Run 1, cells colored by class:
Drawn at 1 px/um. Fill, decap, tap and diode cells in gray.
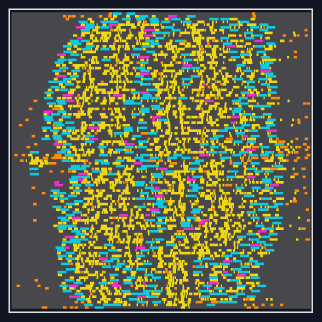
Run 1, routed metal, one color a layer:
Drawn at 1 px/um. Only two layers are drawn.
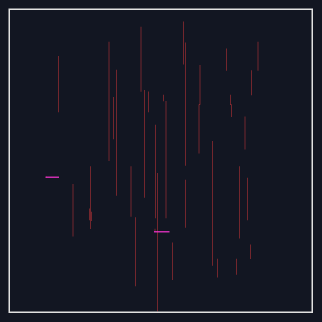
Run 1, clock wires, drivers and flops:
Drawn at 2 px/um.
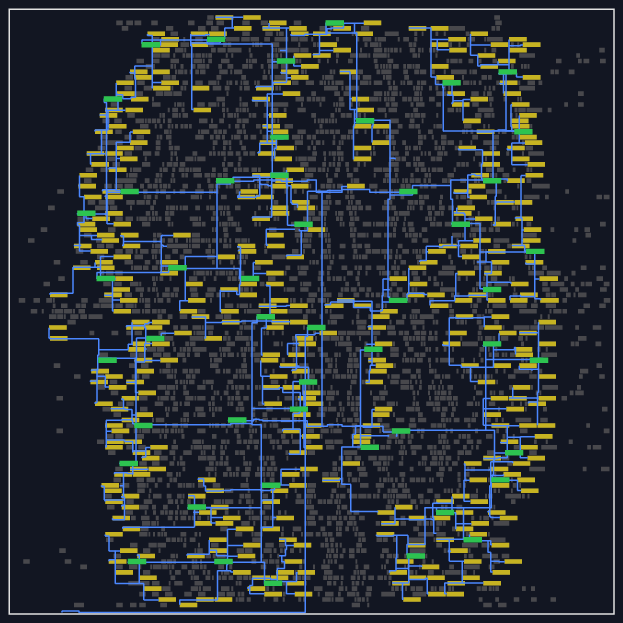
Run 1, cell outlines without signal wires:
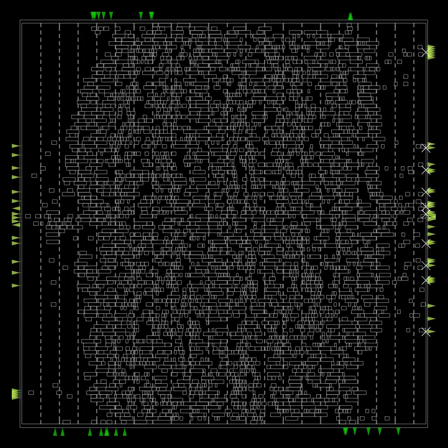
Design fft4_stream, sky130hd; sources not shown.
==> flow_summary.json, run 1 <==
{
  "finalCriticalPeriod_ns": 3.12,
  "inverters": 270,
  "routed_via_density": 5.17,
  "io_pins": 81,
  "yosys.area.top_type_share": 0.348,
  "setup_ws_ns": 0.0797,
  "maxSlewHeadroom": 0.469,
  "place_area_um2": 32300,
  "comb_share": 0.520,
  "first_global_vias": 22300,
  "place_hpwl_um": 70300,
  "global_route.usage.met1": 0.303,
  "violations": "design-rule violations",
  "dr_wl_met2_um": 37200,
  "syn-num-nets": 3555,
  "status": "finished, violations left",
  "met2_usage": 0.283,
  "yosysMostFrequentCell": "dfrtp_1",
  "grt_pass1_wl_um": 138000,
  "floorplan.core_util": 0.334,
  "pre_cts_ws_ns": 0.103,
  "drc": 40,
  "avgSynthCellArea_um2": 9.17,
  "finalHoldViolations": 0,
  "r2r_cells": 11,
  "synth_flop_count": 412,
  "mux_share": 0.106,
  "slowest_stage": "clkdlybuf4s50_1",
  "dominant_cells": "multi-input combinational cells",
  "rsz0062_at_grt": "true",
  "synthFlopType": "dfrtp_1",
  "diodes": 1,
  "die_h_um": 302,
  "die_area_um2": 90900,
  "hold_path.class": "in2async",
  "critPathKind": "reg2out",
  "critical-path-top-delay-family": "buffers and inverters",
  "cts_buffer_depth": 3,
  "grt_busiest_layer": "met1",
  "final_cell_mix": "dfrtp_1, nor2_1, a21oi_1",
  "ys_area_um2": 29600,
  "area_share_nonclk_buffers": 0.0567,
  "num_rows": 109,
  "cts_made_buffers": 48,
  "largest_area_cell": "dfrtp_1",
  "ys_sh_xor": 0.0529,
  "synthesis.area_um2": 29600,
  "post-route-util": 0.384,
  "async_flop_share": 1.00
}
-- 'cells colored by class' (at the start) --
Key: yellow = all other logic [cells 2,635, share of their area 57%]; magenta = clock drivers and dummy loads [cells 84, share of their area 5.0%]; orange = other buffers and delay cells [cells 199, share of their area 5.9%]; cyan = flops [cells 412, share of their area 32%]
Seq/total area: 0.303
core area: 88,600 um2
design area: 34,100 um2

-- 'routed metal, one color a layer' (at the start) --
Key: magenta = met5 [wire length 25.8 um]; red = met4 [wire length 1,900 um]
vias: 23,200
Post-Route WL: 89,700 um
Total GRT Usage: 0.196
DR WL/cell: 19.9 um

-- 'clock wires, drivers and flops' (at the start) --
Key: yellow = flip-flops [count 412]; green = cells driving clock nets [count 48]; blue = clock wires [length 6,310 um]
There are 49 routed clock nets.
Clock Latency Late Sink: 0.61 ns

-- 'cell outlines without signal wires' (at the start) --
fill count: 8,985
Flops: 412
final std cells w/o fill: 4,496

Run 1, PDN straps and rails:
Drawn at 1 px/um. Pins as bars on the die edge.
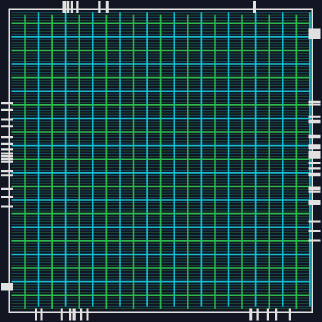

==> run 2: changes to the inputs <==
- CAP_MARGIN: 10 -> 20
- CORE_UTILIZATION: 33 -> 47
- PLACE_DENSITY: 0.49 -> 0.64
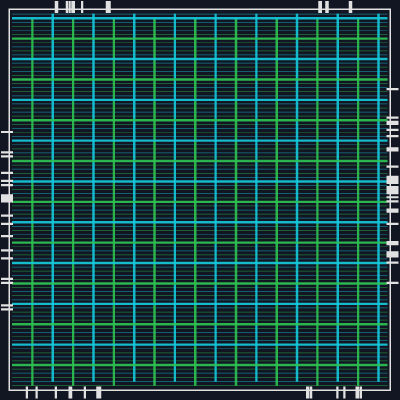
Run 2: PDN straps and rails
Drawn at 1.5 px/um. Pins as bars on the die edge.
Key: green = VSS; cyan = VDD
81 signal pins sit on the boundary. 92 met1 rails follow the rows. 18 straps on met5.
Die W: 253 um
Die Span Y: 253 um
core area: 61,900 um2

==> flow_summary.json, run 2 <==
{
  "yosys.area.top_type_share": 0.348,
  "grt_pass1_wl_um": 135000,
  "layoutNonFillerInstCount": 4148,
  "num_rows": 91,
  "ys_area_um2": 29600,
  "finalCriticalPeriod_ns": 3.13,
  "post-route-util": 0.541,
  "area_share_nonclk_buffers": 0.0499,
  "finalWirelength_um": 87200,
  "synthFlopType": "dfrtp_1",
  "syn-num-nets": 3555,
  "ys_sh_xor": 0.0529,
  "grt_use_total": 0.273,
  "pre_cts_ws_ns": 0.116,
  "setup_ws_ns": 0.0706,
  "die_area_um2": 64000,
  "yosysMostFrequentCell": "dfrtp_1",
  "diodes": 1,
  "largest_area_cell": "dfrtp_1",
  "dominant_cells": "multi-input combinational cells",
  "mux_share": 0.106,
  "wire_per_inst_um": 21.0,
  "finalHoldViolations": 0,
  "critical-path-top-delay-family": "buffers and inverters",
  "r2r_cells": 11,
  "slowest_stage": "clkdlybuf4s50_1",
  "status": "finished, final reports clean",
  "synth_flop_count": 412,
  "inverters": 270,
  "clock_latency_ns": 0.61,
  "critPathKind": "reg2out",
  "async_flop_share": 1.00,
  "vias": 24000,
  "global_route.usage.met1": 0.424,
  "comb_share": 0.527,
  "final_cell_mix": "dfrtp_1, nor2_1, a21oi_1",
  "synthesis.area_um2": 29600,
  "floorplan.core_util": 0.478,
  "place_hpwl_um": 68300,
  "drc": 0,
  "seq-cell-share": 0.308,
  "io_pins": 81,
  "dr_wl_met2_um": 36900
}
